===== config.mk =====
export PLATFORM = sky130hd
export DESIGN_NAME = miner_nonce_scheduler
export DESIGN_NICKNAME = d
export VERILOG_FILES = /design/src/rtl/miner_sched_pkg.sv /design/src/rtl/sched_result_fifo.sv /design/src/rtl/miner_nonce_scheduler.sv
export SDC_FILE = /design/constraint.sdc
export NUM_CORES = 1
export LEC_CHECK = 0
export ABC_AREA = 1
export CAP_MARGIN = 10
export CELL_PAD_IN_SITES_DETAIL_PLACEMENT = 1
export CELL_PAD_IN_SITES_GLOBAL_PLACEMENT = 2
export CORE_AREA = 2 2 624 626
export DETAILED_ROUTE_END_ITERATION = 10
export DIE_AREA = 0 0 626 628
export MAX_ROUTING_LAYER = met4
export PLACE_DENSITY = 0.46
export SLEW_MARGIN = 20
export SYNTH_ARGS = -nofsm -noshare
export SYNTH_HDL_FRONTEND = slang
export SYNTH_SLANG_ARGS = --single-unit

===== constraint.sdc =====
create_clock -name clk -period 7.6 [get_ports clk]
set_clock_uncertainty 0.15 [all_clocks]
set_input_delay 1.52 -clock clk [delete_from_list [all_inputs] [get_ports clk]]
set_output_delay 1.52 -clock clk [all_outputs]
set_load 0.01 [all_outputs]

===== src/rtl/miner_sched_pkg.sv =====
// Shared types, widths and the nonce-slicing helper for the nonce scheduler.
package miner_sched_pkg;

    localparam int BLOCK_W = 640;
    localparam int NONCE_W = 32;

    typedef enum logic [1:0] {
        IDLE = 2'd0,
        ARM  = 2'd1,
        RUN  = 2'd2
    } sched_state_t;

    // Start of core i's slice: the top log2(cores) bits of the nonce are the core index.
    function automatic logic [NONCE_W-1:0] slice_start(input int unsigned i, input int unsigned cores);
        int unsigned lg;
        lg = 0;
        for (int k = 0; k < 5; k++) begin
            if ((32'd1 << k) < cores) lg = k + 1;
        end
        if (lg == 0) return '0;
        return NONCE_W'(i) << (NONCE_W - lg);
    endfunction

endpackage


===== src/rtl/sched_result_fifo.sv =====
// First-word-fall-through result FIFO: the head is visible whenever empty is low.
// A push is accepted on a full FIFO when a pop happens in the same cycle.
// flush empties the FIFO and overrides push and pop.
module sched_result_fifo #(
    parameter int DEPTH = 4,
    parameter int WIDTH = 32
) (
    input  logic             clk,
    input  logic             reset,
    input  logic             flush,
    input  logic             push,
    input  logic [WIDTH-1:0] push_data,
    input  logic             pop,
    output logic [WIDTH-1:0] pop_data,
    output logic             full,
    output logic             empty
);

    localparam int AW = $clog2(DEPTH);
    localparam logic [AW-1:0] PTR_ONE = AW'(1);
    localparam logic [AW:0]   CNT_ONE = (AW + 1)'(1);

    logic [WIDTH-1:0] r_mem [DEPTH];
    logic [AW-1:0]    r_wr_ptr;
    logic [AW-1:0]    r_rd_ptr;
    logic [AW:0]      r_count;
    logic             w_do_push;
    logic             w_do_pop;

    assign empty     = (r_count == '0);
    assign full      = (r_count == (AW + 1)'(DEPTH));
    assign w_do_pop  = pop && !empty && !flush;
    assign w_do_push = push && !flush && (!full || w_do_pop);
    assign pop_data  = empty ? '0 : r_mem[r_rd_ptr];

    // Pointer and occupancy bookkeeping.
    always_ff @(posedge clk) begin
        if (reset || flush) begin
            r_wr_ptr <= '0;
            r_rd_ptr <= '0;
            r_count  <= '0;
        end else begin
            if (w_do_push) r_wr_ptr <= r_wr_ptr + PTR_ONE;
            if (w_do_pop)  r_rd_ptr <= r_rd_ptr + PTR_ONE;
            case ({w_do_push, w_do_pop})
                2'b10:   r_count <= r_count + CNT_ONE;
                2'b01:   r_count <= r_count - CNT_ONE;
                default: r_count <= r_count;
            endcase
        end
    end

    // Storage write; contents are don't-care while not counted as occupied.
    always_ff @(posedge clk) begin
        if (w_do_push) r_mem[r_wr_ptr] <= push_data;
    end

endmodule


===== src/rtl/miner_nonce_scheduler.sv =====
// Nonce scheduler: restarts all cores on a new block with disjoint nonce
// slices, captures found-nonce edges and queues them round-robin into a FIFO.
// Handshake: a result leaves the FIFO in a cycle where result_valid and
// result_ready are both high; result_nonce holds while valid is high and ready low.
module miner_nonce_scheduler
    import miner_sched_pkg::*;
#(
    parameter int CORES      = 4,
    parameter int FIFO_DEPTH = 4
) (
    input  logic                     clk,
    input  logic                     reset,
    input  logic                     new_block,
    input  logic [BLOCK_W-1:0]       inblock,
    output logic [CORES-1:0]         core_reset,
    output logic [BLOCK_W-1:0]       core_block,
    output logic [CORES*NONCE_W-1:0] core_nonce_start,
    input  logic [CORES-1:0]         core_found,
    input  logic [CORES*NONCE_W-1:0] core_nonce,
    output logic                     result_valid,
    output logic [NONCE_W-1:0]       result_nonce,
    input  logic                     result_ready,
    output logic                     busy,
    output logic                     solved,
    output logic                     overflow,
    output logic [31:0]              run_cycles,
    output sched_state_t             dbg_state
);

    localparam int PTR_W = (CORES > 1) ? $clog2(CORES) : 1;
    localparam logic [PTR_W-1:0] PTR_ONE = PTR_W'(1);

    sched_state_t       r_state;
    sched_state_t       w_state_next;
    logic [BLOCK_W-1:0] r_block;
    logic [CORES-1:0]   r_found_q;
    logic [CORES-1:0]   r_pend;
    logic [CORES-1:0]   w_event;
    logic [CORES-1:0]   w_grant_oh;
    logic [NONCE_W-1:0] r_nonce [CORES];
    logic [PTR_W-1:0]   r_rr_ptr;
    logic [PTR_W-1:0]   w_grant_idx;
    logic [PTR_W-1:0]   w_cand;
    logic               w_grant_valid;
    logic               w_arb_en;
    logic               w_run;
    logic               w_full;
    logic               w_empty;
    logic               w_pop;
    logic               r_solved;
    logic               r_overflow;
    logic [31:0]        r_run_cycles;

    // A new_block flush takes priority over capture, arbitration and pop.
    assign w_run    = (r_state == RUN) && !new_block;
    assign w_pop    = result_ready && !w_empty;
    assign w_arb_en = w_run && (!w_full || w_pop);
    assign w_event  = w_run ? (core_found & ~r_found_q) : '0;

    // FSM state register.
    always_ff @(posedge clk) begin
        if (reset) r_state <= IDLE;
        else       r_state <= w_state_next;
    end

    // FSM next state; the core restart pulse is the one ARM cycle.
    always_comb begin
        w_state_next = r_state;
        core_reset   = '0;
        case (r_state)
            IDLE: w_state_next = IDLE;
            ARM: begin
                w_state_next = RUN;
                core_reset   = '1;
            end
            RUN:     w_state_next = RUN;
            default: w_state_next = IDLE;
        endcase
        if (new_block) w_state_next = ARM;
    end

    // Round-robin grant: first pending core at or after the pointer, wrapping.
    always_comb begin
        w_grant_valid = 1'b0;
        w_grant_idx   = '0;
        w_grant_oh    = '0;
        w_cand        = '0;
        for (int k = 0; k < CORES; k++) begin
            w_cand = r_rr_ptr + PTR_W'(k);
            if (w_arb_en && !w_grant_valid && r_pend[w_cand]) begin
                w_grant_valid = 1'b1;
                w_grant_idx   = w_cand;
            end
        end
        if (w_grant_valid) w_grant_oh[w_grant_idx] = 1'b1;
    end

    // Edge capture, pending bits, per-core nonce latches and the RR pointer.
    // The edge register tracks core_found every cycle, so levels already high
    // during ARM are not seen as events in RUN.
    always_ff @(posedge clk) begin
        if (reset) begin
            r_found_q  <= '0;
            r_pend     <= '0;
            r_overflow <= 1'b0;
            r_rr_ptr   <= '0;
            for (int i = 0; i < CORES; i++) r_nonce[i] <= '0;
        end else begin
            r_found_q <= core_found;
            if (new_block) r_pend <= '0;
            else           r_pend <= (r_pend & ~w_grant_oh) | w_event;
            if (|(w_event & r_pend & ~w_grant_oh)) r_overflow <= 1'b1;
            for (int i = 0; i < CORES; i++) begin
                if (w_event[i]) r_nonce[i] <= core_nonce[i*NONCE_W +: NONCE_W];
            end
            if (w_grant_valid) r_rr_ptr <= (CORES == 1) ? '0 : w_grant_idx + PTR_ONE;
        end
    end

    // Header latch, solved flag and RUN cycle counter, all restarted by new_block.
    always_ff @(posedge clk) begin
        if (reset) begin
            r_block      <= '0;
            r_solved     <= 1'b0;
            r_run_cycles <= '0;
        end else if (new_block) begin
            r_block      <= inblock;
            r_solved     <= 1'b0;
            r_run_cycles <= '0;
        end else begin
            if (w_grant_valid) r_solved <= 1'b1;
            if ((r_state == RUN) && (r_run_cycles != 32'hFFFF_FFFF))
                r_run_cycles <= r_run_cycles + 32'd1;
        end
    end

    sched_result_fifo #(
        .DEPTH (FIFO_DEPTH),
        .WIDTH (NONCE_W)
    ) u_fifo (
        .clk       (clk),
        .reset     (reset),
        .flush     (new_block),
        .push      (w_grant_valid),
        .push_data (r_nonce[w_grant_idx]),
        .pop       (result_ready),
        .pop_data  (result_nonce),
        .full      (w_full),
        .empty     (w_empty)
    );

    for (genvar gi = 0; gi < CORES; gi++) begin : g_start
        assign core_nonce_start[gi*NONCE_W +: NONCE_W] = slice_start(gi, CORES);
    end

    assign result_valid = !w_empty;
    assign core_block   = r_block;
    assign busy         = (r_state != IDLE);
    assign solved       = r_solved;
    assign overflow     = r_overflow;
    assign run_cycles   = r_run_cycles;
    assign dbg_state    = r_state;

endmodule


run_1/placed.png
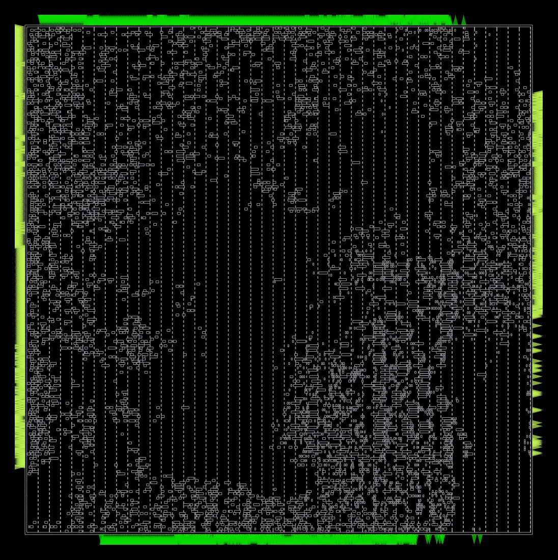
FF+latch count: 951
Final Non-Filler Cells: 10,040

run_1/clock_wires.png
Bar = 200 µm.
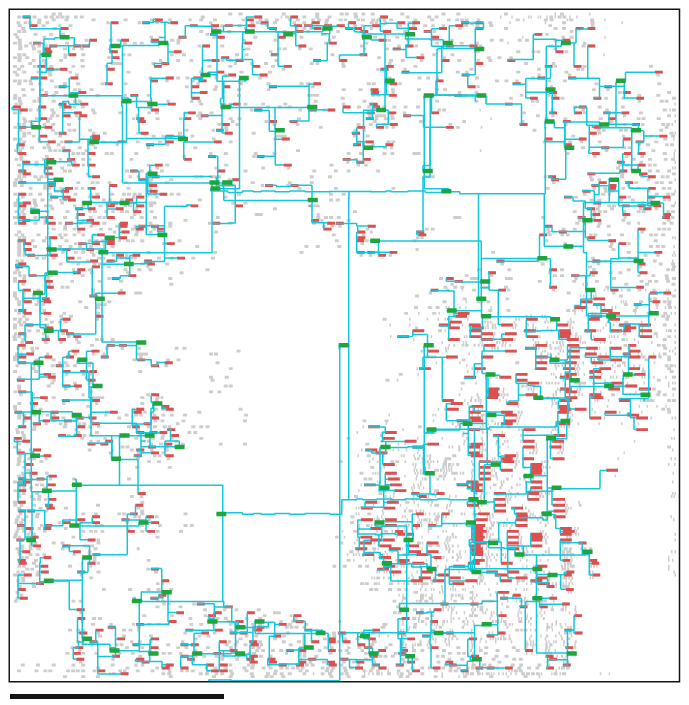
- clock-net drivers: green (count 147)
- clock wires: cyan (length 21.6 mm)
- flip-flops: red (count 951)
- routed clock nets: 148
- flops lie: spread over the die
later-pin clock latency in the skew report: 0.84 ns
total clock network power: 7.28 mW

run_1/m3.png
Bar = 200 µm.
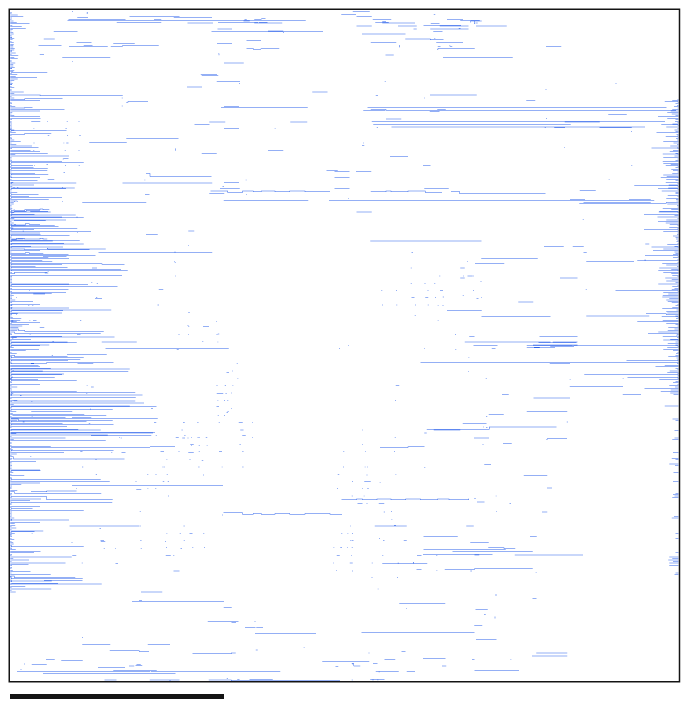
- main direction: horizontal
- share of all routed wire: 6.9%
via count: 31,878
GRT met3 Usage: 0.0402
final wirelength: 324,000 µm

==> GITHUB_STEP_SUMMARY, run 1 <==
## Implementation flow summary

| Metric | Value |
|---|---|
| WL met1 | 137,000 µm |
| Xor+xnor area frac | 0.00329 |
| Setup TNS Final | 0 ns |
| Sequential cell area share | 0.359 |
| Unrepaired setup endpoints after global routing | no |
| Routed Antenna Nets | 0 |
| Max Freq | around 180 MHz |
| Total power | approximately 15 mW |
| Most frequent logic cell in the layout | clkdlybuf4s50_1 |
| Area Overhead vs Synth | 74.2% |
| GPL Wtd Cong | about 0.95 |
| Initial antenna violation count | around 240 |
| Post-synth top area cell | dfxtp_1 |
| Layout cells sized above 1 | 0.0628 |
| Htree depth | 4 |
| Hold buffers post-CTS | 0 |
| #FFs+latches synth | 951 |
| LEAKAGE | approximately 22 nW |
| Post-CTS Setup Bufs | 0 |
| Internal Power | about 11 mW |
| TAP cells | between 5,000 and 6,000 |
| Synth unique cells | 33 |
| DR DRC count | 0 |
| Diode count | around 69 |
| Cell Chain, Critical Path | buf_4 > clkinv_1 > buf_4 > nor2_1 > o21ai_0 > a21oi_1 > clkdlybuf4s50_1 |
| Final hold violations | 0 |
| Critical path's slowest cell | a21oi_1 |
| Flop pwr share | 0.382 |
| Top Consumer | clock |
| Met1 Use GR | 0.199 |
| FF/Latch Area | ~0.022 mm² |
| ClkCell Share | 0.0823 |
| Data required, critical path | just under 6 ns |
| Fa+ha+maj area frac | 0.00528 |
| R2R depth | 16 |
| Commonest flop | dfxtp_1 |
| Tool warnings | about 55 |
| Rows | roughly 230 |
| Clock Tree Buf Depth | 4 |
| Crit-path most repeated cell | buf_4 |
| Filler cells | between 40,000 and 50,000 |
| Largest net degree at the start of global routing | around 170 |
| Met3 wire length | between 20,000 and 25,000 µm |
| Status | finished, final reports clean |
| Critical R2R Launch | dbg_state[0]$_SDFF_PP0_ |
| Compound Share, Synth | 0.186 |
| Max layer used | met4 |
| Chip area line of the yosys report | between 0.03 and 0.04 mm² |
| Power per cell area | roughly 240 mW/mm² |
| Most common cell in the synthesized netlist | dfxtp_1 |
| Reg2reg end | overflow$_SDFFE_PP0P_ |
| GR Overflow Total | 0 |
| # placed instances | between 9,000 and 10,000 |
| # clk buffers | around 200 |
| Worst hold margin | around 0.31 ns |
| Synth cell count leaders | dfxtp_1, a22o_1, nor2_1 |
| Max-cap viol count | 0 |
| Type of origin of the critical path | flop |
| Seq power | approximately 5.6 mW |
| GR peak layer | met2 |
| Nonclk buf count | 1,529 |
| Die Y | 628 µm |
| Fin crit share | 0.718 |
| CP Capture Point | result_nonce[12] |
| Post_cts resized | 0 |
| Comb gate area | roughly 0.010 mm² |
| Crit path depth | 7 |
| Cells in synth_stat.txt | 3,208 |
| Clock power frac | 0.497 |
| Arr. time, crit path | between 3 and 4 ns |
| Area leader share | 0.402 |
| Met2 Track Usage GR | 0.275 |
| Routed len/inst | roughly 32 µm |
| Yosys warns | 0 |
| CP endpoint kind | primary output |
| Clock-pin slew on the worst setup and hold paths | approximately 0.050 ns |
| Worst-margin pin slew | between 1 and 1.5 ns |
| Tot GR Track Use | 0.164 |
| Placed Area | roughly 0.055 mm² |
| Reg2reg setup slack | between 3 and 4 ns |
| Slew Limit Fails | 0 |
| Worst rel slew slack | 0.298 |
| CTS Buf Count | ~150 |
| DP HPWL | 270,000 µm |
| Top cells, area | dfxtp_1, edfxtp_1, a22o_1 |
| CP top delay family | buffers and inverters |
| Multiplexer share | 0 |
| Non-clock buffer share | 0.255 |
| Non-clk invs | 332 |
| Critical path class | flop to primary output |
| Clock sinks | ~950 |
| CTS root buffer | clkbuf_16 |
| Logic share of the area | 0.173 |
| Switching power | 3.96 mW |
| Top Layout Cells | clkdlybuf4s50_1, dfxtp_1, a22o_1 |
| Global-route wire length before repair | around 400,000 µm |
| Starting DRT DRC Count | 1,721 |
| Crit path buffers/inverters | 4 |
| FP Core Util | 0.0893 |
| Hold crit path type | flop to flop |
| Crit path max fanout | 33 |
| Met2 routed WL | around 160,000 µm |
| Number of enable flip-flop cells | about 260 |
| Average size of a mapped cell | 10.8 µm² |
| Final Instance Area | approximately 0.06 mm² |
| Final setup margin | between 2 and 2.5 ns |
| Final Critical Period | around 5.5 ns |
| DR vias/cell | ~3.2 |
| VDD IR max | between 0.15 and 0.2 mV |
## run 1: worst min path at each step
| stage | start | end | slack (ns) | cells after the start |
|---|---|---|---|---|
| after global placement | u_fifo.r_rd_ptr[1]$_SDFFE_PP0P_ | flop | 0.31 | 2 |
| final | u_fifo.r_rd_ptr[1]$_SDFFE_PP0P_ | flop | 0.31 | 2 |
| after CTS | u_fifo.r_rd_ptr[1]$_SDFFE_PP0P_ | flop | 0.31 | 2 |
| after floorplan | u_fifo.r_rd_ptr[1]$_SDFFE_PP0P_ | flop | 0.29 | 2 |
| after detailed placement | u_fifo.r_rd_ptr[1]$_SDFFE_PP0P_ | flop | 0.30 | 2 |
| after global routing | u_fifo.r_rd_ptr[1]$_SDFFE_PP0P_ | flop | 0.34 | 2 |
run_1/layers.png
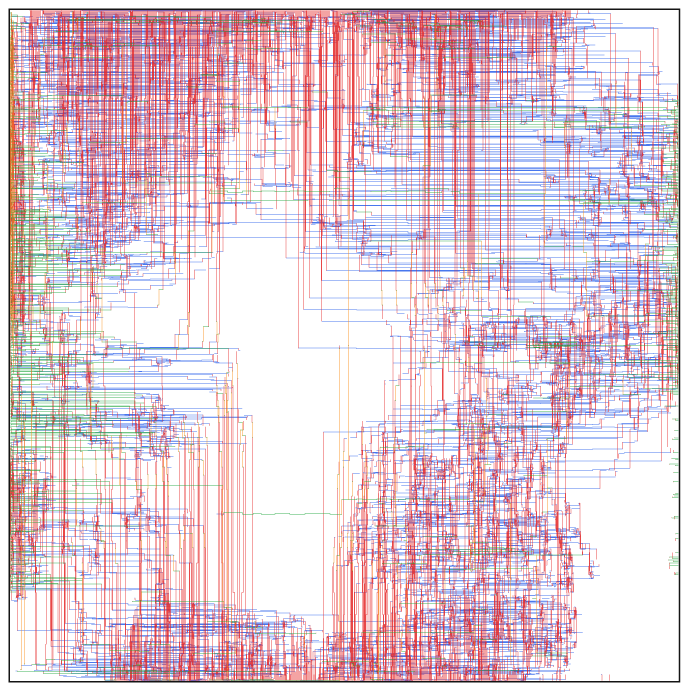

--- run 2 (diff from run 1) ---
CORE_AREA = 2 2 621 623   (was 2 2 624 626)
DIE_AREA = 0 0 623 625   (was 0 0 626 628)
PLACE_DENSITY = 0.47   (was 0.46)
clock period = 4.7 ns   (was 7.6 ns; I/O delays follow)
run_2/layers.png
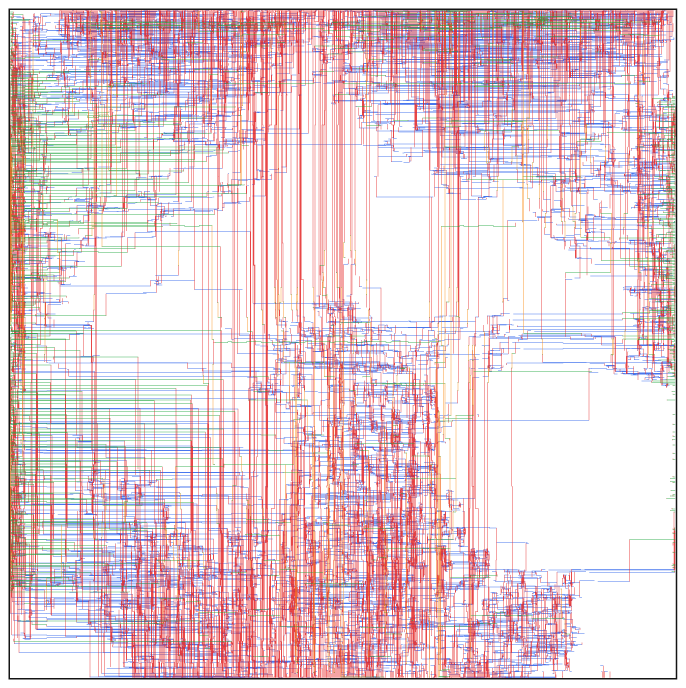
- M2: red (wire length 159 mm)
- M1: blue (wire length 111 mm)
- M3: green (wire length 27.7 mm)
- M4: orange (wire length 12,600 µm)
final wirelength: 310,000 µm
Tot GR Track Use: 0.157
routed len/inst: 31.1 µm
via count: 31,668

run_2/m3.png
Bar = 200 µm.
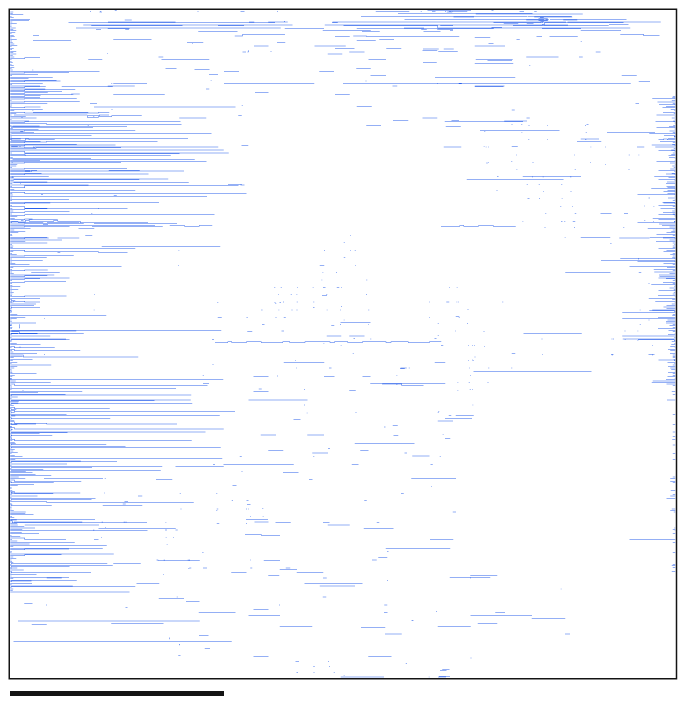
- wire length on this layer: 27.7 mm
- nets with wire on the layer: 924
- share of all routed wire: 8.9%
- longest straight run: 207 µm
- main direction: horizontal
GRT met3 Usage: 0.0573

==> GITHUB_STEP_SUMMARY, run 2 <==
## Implementation flow summary

| Metric | Value |
|---|---|
| Status | finished, final reports clean |
| CTS root buffer | clkbuf_16 |
| R2R depth | 15 |
| Top Consumer | clock |
| WL met1 | approximately 110,000 µm |
| Switching power | 6.36 mW |
| Yosys warns | 0 |
| Max layer used | met4 |
| GR Overflow Total | 0 |
| #FFs+latches synth | approximately 950 |
| Critical path's slowest cell | clkdlybuf4s50_1 |
| Worst-margin pin slew | about 0.91 ns |
| Slew Limit Fails | 0 |
| Setup TNS Final | 0 ns |
| Synth cell count leaders | dfxtp_1, a22o_1, nor2_1 |
| Starting DRT DRC Count | ~1,600 |
| Final Non-Filler Cells | 9,949 |
| Met3 wire length | roughly 28,000 µm |
| CP top delay family | buffers and inverters |
| Initial antenna violation count | between 200 and 250 |
| Hold buffers post-CTS | 0 |
| Rows | 228 |
| CP endpoint kind | primary output |
| Later-pin clock latency in the skew report | between 0.8 and 0.9 ns |
| Cell Chain, Critical Path | clkinvlp_4 > nor2_1 > o21ai_0 > a21oi_1 > clkdlybuf4s50_1 |
| Crit path max fanout | 24 |
| LEAKAGE | roughly 23 nW |
| Fa+ha+maj area frac | 0.00528 |
| Htree depth | 4 |
| Worst rel slew slack | 0.390 |
| Most frequent logic cell in the layout | clkdlybuf4s50_1 |
| Post-CTS Setup Bufs | 0 |
| Unrepaired setup endpoints after global routing | no |
| Hold Path Depth | 2 |
| Clock sinks | approximately 950 |
| Type of origin of the critical path | flop |
| Cells in synth_stat.txt | approximately 3,200 |
| Clock Tree Buf Depth | 4 |
| Synth unique cells | 33 |
| Area leader share | 0.402 |
| # placed instances | about 9,600 |
| Power per cell area | just under 400 mW/mm² |
| Number of enable flip-flop cells | roughly 260 |
| FP Core Util | 0.0901 |
| Chip area line of the yosys report | 0.0346 mm² |
| Fin crit share | 0.944 |
| Die Y | around 630 µm |
| Final setup viols | 0 |
| Hold crit path type | flop to flop |
| CTS Buf Count | around 140 |
| Total power | approximately 23 mW |
| Max-cap viol count | 0 |
| Xor+xnor area frac | 0.00329 |
| DP HPWL | approximately 260,000 µm |
| GR peak layer | met2 |
| Layout cells sized above 1 | 0.0684 |
| Crit path buffers/inverters | 2 |
| Tool warnings | ~60 |
| GPL Wtd Cong | 0.951 |
| Internal Power | 17.1 mW |
| Area Overhead vs Synth | 74.4% |
| Die X | around 620 µm |
| Max Freq | 225 MHz |
| Clock-pin slew on the worst setup and hold paths | approximately 0.05 ns |
| Met2 Track Usage GR | 0.280 |
| CTS tree | built |
| Reg2reg setup slack | 1.33 ns |
| Multiplexer share | 0 |
| Critical R2R Launch | r_rr_ptr[0]$_SDFFE_PP0N_ |
| Placed Area | 0.0552 mm² |
| Post-synth top area cell | dfxtp_1 |
| VDD IR max | 0.247 mV |
| Seq power | 9.06 mW |
| HP Start | u_fifo.r_rd_ptr[1]$_SDFFE_PP0P_ |
| Final hold violations | 0 |
| Top Layout Cells | clkdlybuf4s50_1, dfxtp_1, a22o_1 |
| DR vias/cell | between 3 and 4 |
| Comb group | 2.82 mW |
| Met2 routed WL | between 150,000 and 200,000 µm |
| Critical path class | flop to primary output |
| Flop pwr share | 0.387 |
| Largest net degree at the start of global routing | between 100 and 150 |
| Data required, critical path | about 3.6 ns |
| Top cells, area | dfxtp_1, edfxtp_1, a22o_1 |
| Total clock network power | ~12 mW |
| Global-route wire length before repair | 384,000 µm |
| Compound Share, Synth | 0.186 |
| Most common cell in the synthesized netlist | dfxtp_1 |
| Post_cts resized | 0 |
## run 2: through the flow
step                worst slack, ns  hold WS (ns)
floorplan                     0.994         0.286
global placement              0.569         0.302
detailed placement            0.699         0.317
CTS                          0.0895         0.324
global route                0.00375         0.347
finish                        0.265         0.316
## run 2: layout make-up
type	instances	area [µm²]
Sequential cell	951	21600
Clock buffer	196	4080
Timing Repair Buffer	1565	15700
Multi-Input combinational cell	1706	10300
Clock inverter	58	810
Tap cell	5060	6330
Fill cell	44059	323000
Inverter	332	1250
Antenna cell	81	203
## run 2: final timing paths
kind / endpoint
hold / removal: flop
setup / recovery: result_nonce[29]
hold reg to reg: flop
setup reg to reg: u_fifo.r_count[2]$_SDFFE_PP0P_
No activity file was given, so power comes from the tool's default toggle rates.
